===== src/rtl/conv_result_streamer.sv =====
// Captures a conv_top result frame on each conv_fin rising edge and streams it out in raster order.
// Optional build macro CONV_RESULT_RELU_EN clamps negative elements to zero in the output register.
module conv_result_streamer #(
    parameter int RESULT_WIDTH  = 3,
    parameter int RESULT_HEIGHT = 3,
    parameter int BITWIDTH      = 3,
    parameter int EXPAND        = 1,
    localparam int ELEM_W = 2 * EXPAND * BITWIDTH,
    localparam int N_ELEM = RESULT_WIDTH * RESULT_HEIGHT,
    localparam int ROW_W  = (RESULT_HEIGHT > 1) ? $clog2(RESULT_HEIGHT) : 1,
    localparam int COL_W  = (RESULT_WIDTH > 1) ? $clog2(RESULT_WIDTH) : 1
) (
    input  logic                     clk_en,
    input  logic                     rst_n,
    input  logic                     conv_fin,
    input  logic [ELEM_W*N_ELEM-1:0] result,
    output logic                     out_valid,
    input  logic                     out_ready,
    output logic [ELEM_W-1:0]        out_data,
    output logic [ROW_W-1:0]         out_row,
    output logic [COL_W-1:0]         out_col,
    output logic                     out_last,
    output logic                     busy,
    output logic                     overrun
);

    localparam logic [ROW_W-1:0] ROW_MAX = ROW_W'(RESULT_HEIGHT - 1);
    localparam logic [COL_W-1:0] COL_MAX = COL_W'(RESULT_WIDTH - 1);

    typedef enum logic {IDLE, STREAM} state_t;

    state_t                     state, state_nx;
    logic                       fin_d;
    logic                       start, xfer, at_last, load, ovr_set;
    logic [ROW_W-1:0]           row, row_nx;
    logic [COL_W-1:0]           col, col_nx;
    logic [ELEM_W*N_ELEM-1:0]   shadow_p0, shadow_nx;
    logic [ELEM_W-1:0]          elem [RESULT_HEIGHT][RESULT_WIDTH];
    logic [ELEM_W-1:0]          data_nx;

`ifdef CONV_RESULT_RELU_EN
    function automatic logic [ELEM_W-1:0] relu_clamp(input logic signed [ELEM_W-1:0] x);
        return (x < 0) ? '0 : x;
    endfunction
`endif

    assign start   = conv_fin & ~fin_d;
    assign at_last = (state == STREAM) && (row == ROW_MAX) && (col == COL_MAX);
    assign xfer    = (state == STREAM) && out_ready;

    always_comb begin
        state_nx = state;
        row_nx   = row;
        col_nx   = col;
        load     = 1'b0;
        ovr_set  = 1'b0;
        case (state)
            IDLE: begin
                if (start) begin
                    load     = 1'b1;
                    row_nx   = '0;
                    col_nx   = '0;
                    state_nx = STREAM;
                end
            end
            STREAM: begin
                if (xfer && at_last) begin
                    row_nx = '0;
                    col_nx = '0;
                    // A start coinciding with the final handshake chains straight into the next frame.
                    if (start) load = 1'b1;
                    else       state_nx = IDLE;
                end else begin
                    if (xfer) begin
                        if (col == COL_MAX) begin
                            col_nx = '0;
                            row_nx = row + 1'b1;
                        end else begin
                            col_nx = col + 1'b1;
                        end
                    end
                    if (start) ovr_set = 1'b1;
                end
            end
            default: state_nx = IDLE;
        endcase
    end

    // Output mux looks ahead at the next index so out_data is registered with no extra latency.
    always_comb begin
        shadow_nx = load ? result : shadow_p0;
        for (int r = 0; r < RESULT_HEIGHT; r++) begin
            for (int c = 0; c < RESULT_WIDTH; c++) begin
                elem[r][c] = shadow_nx[(r * RESULT_WIDTH + c) * ELEM_W +: ELEM_W];
            end
        end
`ifdef CONV_RESULT_RELU_EN
        data_nx = relu_clamp(elem[row_nx][col_nx]);
`else
        data_nx = elem[row_nx][col_nx];
`endif
    end

    always_ff @(posedge clk_en) begin
        if (!rst_n) begin
            state     <= IDLE;
            fin_d     <= 1'b0;
            row       <= '0;
            col       <= '0;
            shadow_p0 <= '0;
            out_data  <= '0;
            overrun   <= 1'b0;
        end else begin
            state     <= state_nx;
            fin_d     <= conv_fin;
            row       <= row_nx;
            col       <= col_nx;
            shadow_p0 <= shadow_nx;
            out_data  <= data_nx;
            if (ovr_set) overrun <= 1'b1;
        end
    end

    assign out_valid = (state == STREAM);
    assign busy      = (state == STREAM);
    assign out_last  = at_last;
    assign out_row   = row;
    assign out_col   = col;

endmodule


===== config.mk =====
export PLATFORM = sky130hd
export DESIGN_NAME = conv_result_streamer
export DESIGN_NICKNAME = d
export VERILOG_FILES = /design/src/rtl/conv_result_streamer.sv
export SDC_FILE = /design/constraint.sdc
export NUM_CORES = 1
export LEC_CHECK = 0
export CORE_MARGIN = 3
export CORE_UTILIZATION = 60
export CTS_BUF_LIST = sky130_fd_sc_hd__clkbuf_8
export DETAILED_ROUTE_END_ITERATION = 8
export DONT_BUFFER_PORTS = 1
export GPL_ROUTABILITY_DRIVEN = 0
export GPL_TIMING_DRIVEN = 1
export PLACE_DENSITY = 0.72
export SYNTH_ARGS = -nofsm -noshare
export SYNTH_HDL_FRONTEND = slang
export SYNTH_SLANG_ARGS = --single-unit
export TNS_END_PERCENT = 20

===== constraint.sdc =====
create_clock -name clk_en -period 6.6 [get_ports clk_en]
set_clock_uncertainty 0.05 [all_clocks]
set_input_delay 0.99 -clock clk_en [delete_from_list [all_inputs] [get_ports clk_en]]
set_output_delay 0.99 -clock clk_en [all_outputs]
set_load 0.02 [all_outputs]

Figure 1. Power grid (run 1).
Scale bar: 20 µm. Pins as bars on the die edge. Tap cells in grey.
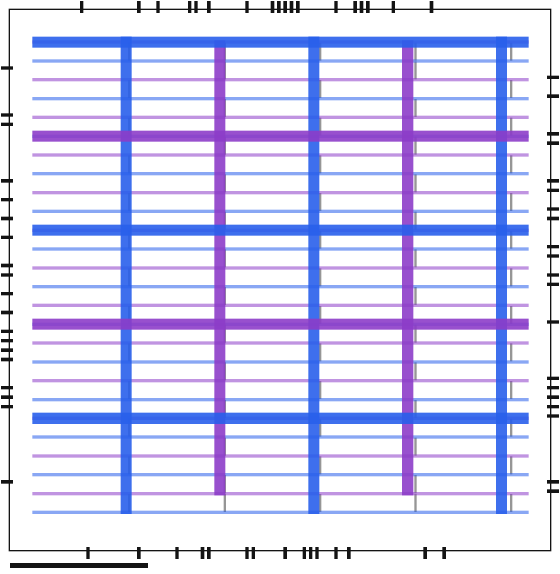
- VSS: blue
- VDD: purple
- rows: 25
- signal pins: 72
- met5 straps: 5
- met1 rails: 26
- tap cells: 67
DIE WIDTH: 78.1 µm
worst vdd ir: 0.181 mV
core box area: 4880 µm²

Figure 2. Placement by cell class (run 1).
Scale bar: 20 µm.
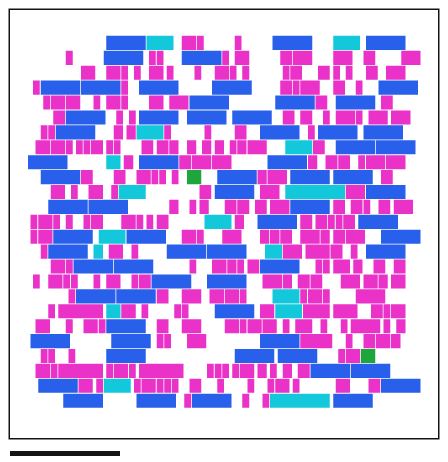
- other buffers and delay cells: green (cells 2)
- clock drivers and dummy loads: cyan (cells 16)
- flip-flops: blue (cells 67)
- all other logic: magenta (cells 271)
Final Cell Area: 3320 µm²
Placement Rows: 25
Seq/total area: 0.404
Final Core Density: 0.680

==> results.cfg, run 1 <==
; flow metrics
[global_route]
overflow = 0
grt_antenna_before_repair = 0
grt_start_max_net_pins = 68

[final_timing]
fin_crit_ps = 3180

[synthesis]
yosysTopAreaCell = dfxtp_1
synth_cells = 366
ys_types = 37
ys_seq_share = 0.430
ys_sh_adder = 0.00401
simple_gate_share = 0.258
top_area_frac = 0.430

[pwr]
power_w = 0.000917

[layout]
clk_share = 0.0683
area_growth_pct = 6.42
comb_share = 0.495

[detailed_routing]
ant_nets = 0

[worst_hold_path]
min_path_type = register to register

[clock_tree]
cts_resized = 0

[placement]
dp.cells = 407
portBuffers = 0

[floorplanning]
tap_cells = 67

[status]
status = finished, final reports clean

[worst_setup_path]
cp-end-kind = register
Figure 3. Clock distribution (run 1).
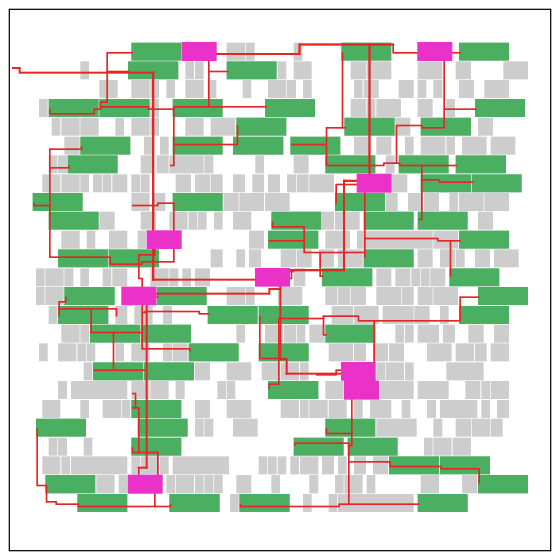
- clock wires: red (length 819 µm)
- cells driving clock nets: magenta (count 9)
- flip-flops: green (count 67)
- flops lie: spread over the die
Clock power frac: 0.417
Late-Pin Clk Latency: 350 ps

Figure 4. Metal layers overlaid (run 1).
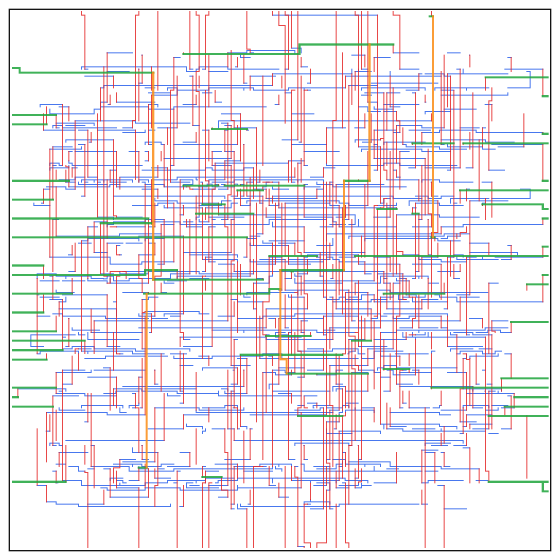
- met1: blue (wire length 3180 µm)
- met3: green (wire length 528 µm)
- met4: orange (wire length 136 µm)
- met2: red (wire length 3120 µm)
GRT Util Overall: 0.239
DR vias: 2453
Wirelength per Cell: 16.5 µm

[run 1: final timing paths]
kind | slack [ps] | endpoint | cells after the start | startpoint
setup / recovery | 3420 | out_data[5]$_SDFF_PN0_ | 8 | out_row[0]$_SDFF_PN0_
hold / removal | 410 | shadow_p0[32]$_SDFF_PN0_ | 2 | shadow_p0[32]$_SDFF_PN0_
setup reg to reg | 3420 | out_data[5]$_SDFF_PN0_ | 8 | out_row[0]$_SDFF_PN0_
hold reg to reg | 410 | shadow_p0[32]$_SDFF_PN0_ | 2 | shadow_p0[32]$_SDFF_PN0_
[run 1: critical path, cell delays in order, from the launching register on]
cell,delay (ps)
dfxtp_1,500
inv_1,80
ha_1,260
nand4b_2,160
a21o_2,590
nand3_1,590
o22ai_1,340
o21ai_0,130
o311a_1,370
[run 1: state kept, by name, summed over array words and instances (netlist names)]
signal	cells
overrun	1
out_row	2
fin_d	1
busy	1
out_data	6
shadow_p0	54
out_col	2
[run 1: kinds of logic after synthesis]
group                    Yosys count
AND/OR/NAND/NOR                  171
multiplexers                      20
flip-flops                        67
buffers and inverters             30
AND-OR/OR-AND                     77
adder cells (fa/ha/maj)            1
[run 1: power by group]
| group | total, W | internal, W | switching [W] |
|---|---|---|---|
| clock network | 0.000382 | 0.000223 | 0.000160 |
| registers | 0.000447 | 0.000428 | 0.0000188 |
| logic | 0.0000880 | 0.0000376 | 0.0000504 |
| total | 0.000917 | 0.000688 | 0.000229 |
[run 1: metal layers]
metal  GRT usage  part of all wire  wire, µm
met3      0.0745             0.076       527
met2       0.364              0.45      3120
met5           0                 0         0
met1       0.317              0.46      3180
met4      0.0962             0.019       135
[run 1: stage by stage]
stage,util,hold WS [ps]
detailed placement,0.634,406
CTS,0.680,415
floorplan,-,390
global route,0.680,437
finish,0.680,414
global placement,0.634,399
## Run 2: what changed since run 1
--- a/config.mk
+++ b/config.mk
@@ -6,13 +6,13 @@
 export NUM_CORES = 1
 export LEC_CHECK = 0
 export CORE_MARGIN = 3
-export CORE_UTILIZATION = 60
+export CORE_UTILIZATION = 59
 export CTS_BUF_LIST = sky130_fd_sc_hd__clkbuf_8
 export DETAILED_ROUTE_END_ITERATION = 8
 export DONT_BUFFER_PORTS = 1
 export GPL_ROUTABILITY_DRIVEN = 0
 export GPL_TIMING_DRIVEN = 1
-export PLACE_DENSITY = 0.72
+export PLACE_DENSITY = 0.74
 export SYNTH_ARGS = -nofsm -noshare
 export SYNTH_HDL_FRONTEND = slang
 export SYNTH_SLANG_ARGS = --single-unit
==> constraint.sdc (replaced) <==
create_clock -name clk_en -period 2.66 [get_ports clk_en]
set_clock_uncertainty 0.05 [all_clocks]
set_input_delay 0.399 -clock clk_en [delete_from_list [all_inputs] [get_ports clk_en]]
set_output_delay 0.399 -clock clk_en [all_outputs]
set_load 0.02 [all_outputs]
Figure 5. Routing congestion (run 2).
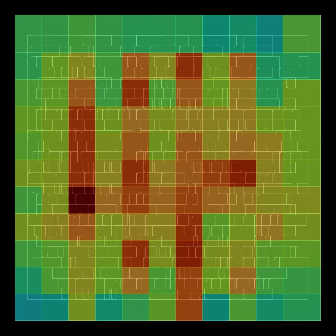
Wirelength per Cell: 17.0 µm
Final Core Density: 0.686
met1 Usage GRT: 0.334
GRT Util Overall: 0.252

Figure 6. Clock distribution (run 2).
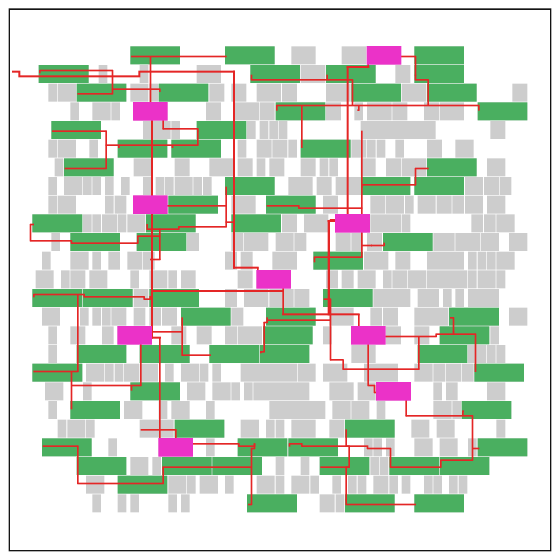
- flip-flops: green (count 67)
- clock wires: red (length 784 µm)
- cells driving clock nets: magenta (count 9)
- flops lie: spread over the die
Clk power: 0.000828 W
Clock power frac: 0.381

Figure 7. Metal layers overlaid (run 2).
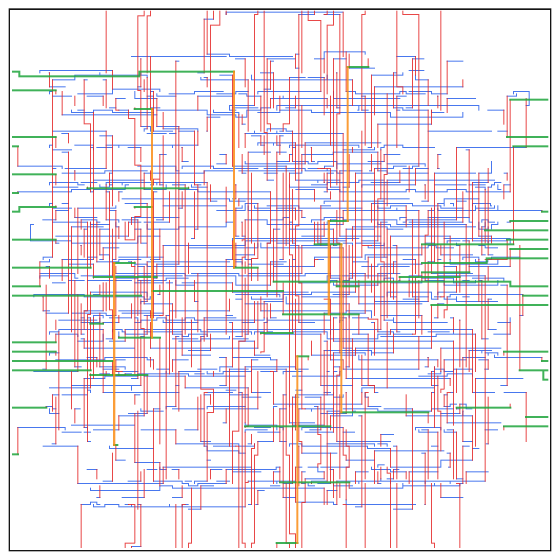
- met3: green (wire length 465 µm)
- met1: blue (wire length 3310 µm)
- met2: red (wire length 3430 µm)
- met4: orange (wire length 176 µm)
DR vias: 2526
Post-Route WL: 7380 µm

==> run 2 against run 1 <==
  * Critical path depth is 1 higher
  * Routed wire length is 5.9% higher
  * Core utilization is 0.59 points higher
  * Critical endpoint is now out_data[2]$_SDFF_PN0_
==> results.cfg, run 2 <==
; flow metrics
[final_timing]
fin_crit_ps = 2400

[pwr]
combPwrFrac = 0.109
seq_cell_power_w = 0.00111
p_sw_w = 0.000535
seq_power_share = 0.509
powerComb_w = 0.000237
maxPowerGroup = registers
switching_share = 0.247

[floorplanning]
die_w_um = 78.7
rows = 25

[synthesis]
top_area_frac = 0.430
synth_cells = 366
yosysTopAreaCell = dfxtp_1
ys_seq_share = 0.430

[layout]
post-route-cell-area_um2 = 3370
top_regs = shadow_p0 x54, out_data x6
largest_reg_flops = 54

[worst_setup_path]
crit_chain = inv_1 > ha_1 > nand4b_2 > a21o_2 > buf_4 > mux2i_1 > nand2_1 > and3_1 > o311a_1
r2r-start = out_row[0]$_SDFF_PN0_
worstRegToRegCells = 9
critPathTopFamily = AND-OR/OR-AND gates
cp.depth = 9
rrSetupSlack_ps = 260
r2r_end = out_data[2]$_SDFF_PN0_
cp-end-kind = register

[global_route]
grt_start_max_net_pins = 68

[detailed_routing]
ant_nets = 0

[status]
status = finished, final reports clean

[worst_hold_path]
min_path_type = input port to register

[clock_tree]
cts_resized = 0

[placement]
portBuffers = 0
run 2: cell types whose count changed in the layout (fill, tap and decap cells not counted), sizes merged:
cell	change
clkbuf	+1
inv	+2
clkinvlp	-2
bufinv	-1
buf	+11
clkinv	-1
run 2: worst max path at each step:
stage                          startpoint                      to  slack, ps
finish              out_row[0]$_SDFF_PN0_  out_data[2]$_SDFF_PN0_        260
global route        out_row[0]$_SDFF_PN0_  out_data[5]$_SDFF_PN0_        130
CTS                 out_row[0]$_SDFF_PN0_  out_data[5]$_SDFF_PN0_        250
detailed placement  out_row[0]$_SDFF_PN0_  out_data[5]$_SDFF_PN0_        270
global placement    out_row[0]$_SDFF_PN0_  out_data[5]$_SDFF_PN0_        250
floorplan           out_row[1]$_SDFF_PN0_  out_data[4]$_SDFF_PN0_        360
run 2: cells by family after synthesis:
kind of cell	synth area share
adder cells (fa/ha/maj)	0.00401
AND/OR/NAND/NOR	0.258
buffers and inverters	0.0465
multiplexers	0.0774
flip-flops	0.430
AND-OR/OR-AND	0.184
run 2: area by class of cell:
cell class              count  area share
clock buffers              11      0.0449
clock inverters             4      0.0126
inverters                   2     0.00223
multi-input cells         269       0.488
flip-flops and latches     67       0.398
well taps                  67      0.0249
repair buffers             13      0.0290
run 2: layer usage:
layer  up-vias  routed length (µm)  global-route usage
met4         0                 176               0.128
met3        16                 465              0.0533
met1      1182                3310               0.334
met2        74                3430               0.389
met5         -                   0                   0
li1       1254                   -                   -
run 2: stage by stage:
step,hold WS [ps],util,setup WS [ps],power (W),std cells
after floorplan,390,-,364,0.00132,366
after global placement,399,0.646,254,0.00136,418
after detailed placement,406,0.646,274,0.00136,418
after CTS,122,0.686,251,0.00218,433
after global routing,124,0.686,126,0.00226,433
final,138,0.686,257,0.00217,433
## Run 3: what changed since run 2
--- a/config.mk
+++ b/config.mk
@@ -5,14 +5,15 @@
 export SDC_FILE = /design/constraint.sdc
 export NUM_CORES = 1
 export LEC_CHECK = 0
+export ABC_AREA = 1
 export CORE_MARGIN = 3
-export CORE_UTILIZATION = 59
+export CORE_UTILIZATION = 48
 export CTS_BUF_LIST = sky130_fd_sc_hd__clkbuf_8
 export DETAILED_ROUTE_END_ITERATION = 8
-export DONT_BUFFER_PORTS = 1
 export GPL_ROUTABILITY_DRIVEN = 0
 export GPL_TIMING_DRIVEN = 1
-export PLACE_DENSITY = 0.74
+export PLACE_DENSITY = 0.75
+export RECOVER_POWER = 50
 export SYNTH_ARGS = -nofsm -noshare
 export SYNTH_HDL_FRONTEND = slang
 export SYNTH_SLANG_ARGS = --single-unit
==> run 3 against run 2 <==
  * Clock power decreased by 4.5%
  * Sequential share of layout area is 8.8 points lower
  * Final cell count is 60% higher
  * Die area rose by 31%
  * Area after synthesis grew 8.4%
  * Flip-flop count unchanged
  * First-iteration DRC count increased by 13%
  * Clock-buffer cell count down 2
  * Routed wire length rose by 11%
  * Core utilization is 2.7 points lower
  * Total power rose by 11%
  * Critical endpoint is now out_data[1]$_SDFF_PN0_
  * Largest cell class unchanged
  * Largest power group unchanged
  * Highest routed layer unchanged
==> results.cfg, run 3 <==
; flow metrics
[worst_setup_path]
rrSetupSlack_ps = 430
r2r_end = out_data[1]$_SDFF_PN0_
r2r-start = out_row[0]$_SDFF_PN0_
crit_chain = inv_1 > ha_1 > nand2_1 > inv_1 > nand3_1 > nand2_2 > nand2_2 > buf_4 > buf_4 > nand2_1 > o21ai_0 > nand2_1 > nand3_1 > nand2_1 > nand2_1 > a21oi_1
cp-end-kind = register
critPathTopFamily = simple AND/OR/NAND/NOR gates
startpoint = out_row[0]$_SDFF_PN0_
worstRegToRegCells = 16

[layout]
top_regs = shadow_p0 x54, out_data x6
fin_cells = 694
largest_reg_flops = 54
drive_above_1_share = 0.0516
post-route-cell-area_um2 = 4320

[synthesis]
top_area_frac = 0.397
edf_count = 0
area_leaders = dfxtp_1 40%, nand2_1 19%, inv_1 10%
yosysTopAreaCell = dfxtp_1
synth_cells = 534
avgSynthCellArea_um2 = 6.33
ys_seq_share = 0.397

[placement]
dp.cells = 679
portBuffers = 71
dp_hpwl_um = 5760

[pwr]
switching_share = 0.282
combPwrFrac = 0.210
seq_cell_power_w = 0.00111
seq_power_share = 0.461
peakVddDrop_mv = 0.339
powerComb_w = 0.000504
power_w = 0.00240
maxPowerGroup = registers
p_sw_w = 0.000676

[final_timing]
fin_crit_ps = 2230
fin_hold_ws_ps = 436

[global_route]
grt_start_max_net_pins = 66
grt_antenna_before_repair = 0

[clock_tree]
hold_buffers = 0
cts_resized = 0

[detailed_routing]
ant_nets = 0

[flow_run]
warning_count = 26

[floorplanning]
die_w_um = 89.9

[worst_hold_path]
min_path_type = register to register

[status]
status = finished, final reports clean
## run 3: cell count changes after synthesis, moves of 16 or more
cell | before | now
inv_1 | 2 | 93
nand2_1 | 97 | 167
nor2_1 | 12 | 68
a21boi_0 | 37 | 0
nand3_1 | 5 | 37
nor2b_1 | 19 | 0
o21a_1 | 1 | 19
mux2i_1 | 16 | 0
## run 3: layer usage
layer  vias up  routed length (µm)  global-route usage
met5         -                   0                   0
li1       1712                   -                   -
met4         0                 122              0.0893
met1      1418                3730               0.266
met3        11                 366              0.0451
met2        66                3950               0.354
## run 3: per-stage QoR
stage / util / worst slack (ps)
CTS: 0.659 / 452
detailed placement: 0.632 / 169
floorplan: - / 558
global placement: 0.632 / 236
global route: 0.658 / 195
finish: 0.658 / 429
## run 3: worst max path at each step
stage,endpoint,slack (ps),depth (start not counted)
floorplan,out_data[4]$_SDFF_PN0_,560,14
global placement,out_data[1]$_SDFF_PN0_,240,16
detailed placement,out_data[1]$_SDFF_PN0_,170,14
CTS,out_data[1]$_SDFF_PN0_,450,16
global route,out_data[0]$_SDFF_PN0_,190,17
finish,out_data[1]$_SDFF_PN0_,430,16
## run 3: final cells by class
cell class                 instances  area (µm²)
tap                               93         116
clock buffer                       9         124
sequential                        67        1340
multi-input combinational        342        1540
fill                             581        2240
inverter                          96         360
clock inverter                     6        51.3
timing repair buffer              81         796
## run 3: logic make-up (layout without fill, tap and decap cells)
kind of cell | count (synthesis) | after routing | synth area share
simple gates | 296 | 296 | 0.368
buf+inv | 125 | 192 | 0.150
flops | 67 | 67 | 0.397
compound gates | 44 | 44 | 0.0792
fa+ha+maj | 1 | 1 | 0.00370
xor+xnor | 1 | 1 | 0.00259
Figure 8. Clock distribution (run 3).
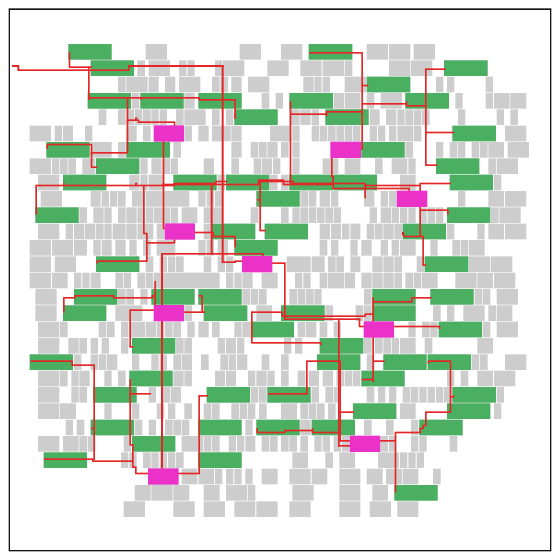
- cells driving clock nets: magenta (count 9)
- flip-flops: green (count 67)
- clock wires: red (length 887 µm)
- flops lie: spread over the die
Clk power: 0.000791 W
Clock power frac: 0.329

Figure 9. Placement by cell class (run 3).
Scale bar: 20 µm.
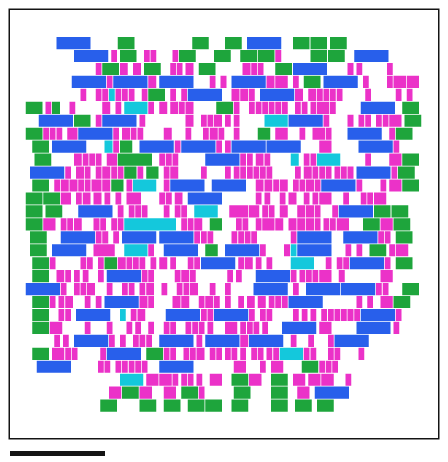
- other buffers and delay cells: green (cells 81)
- clock drivers and dummy loads: cyan (cells 15)
- all other logic: magenta (cells 438)
- flip-flops: blue (cells 67)
Placement Rows: 29
core box area: 6570 µm²
Final Core Density: 0.658

Figure 10. Metal layers overlaid (run 3).
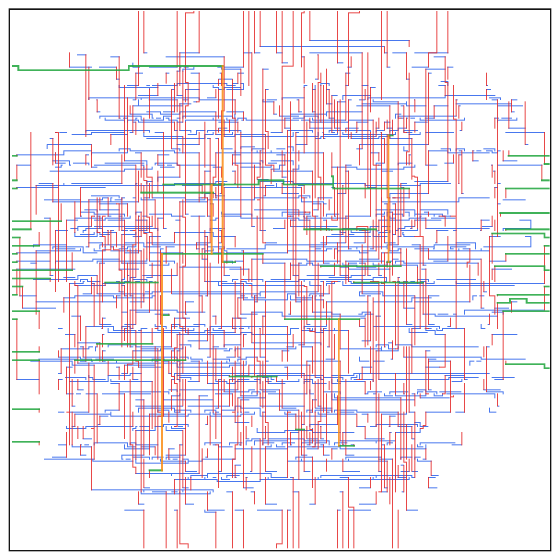
- met2: red (wire length 3950 µm)
- met3: green (wire length 367 µm)
- met1: blue (wire length 3730 µm)
- met4: orange (wire length 122 µm)
Post-Route WL: 8160 µm
GRT Util Overall: 0.212
Wirelength per Cell: 11.8 µm
DR vias: 3207

Power figures rest on the tool's default switching activity, not on a simulated workload.
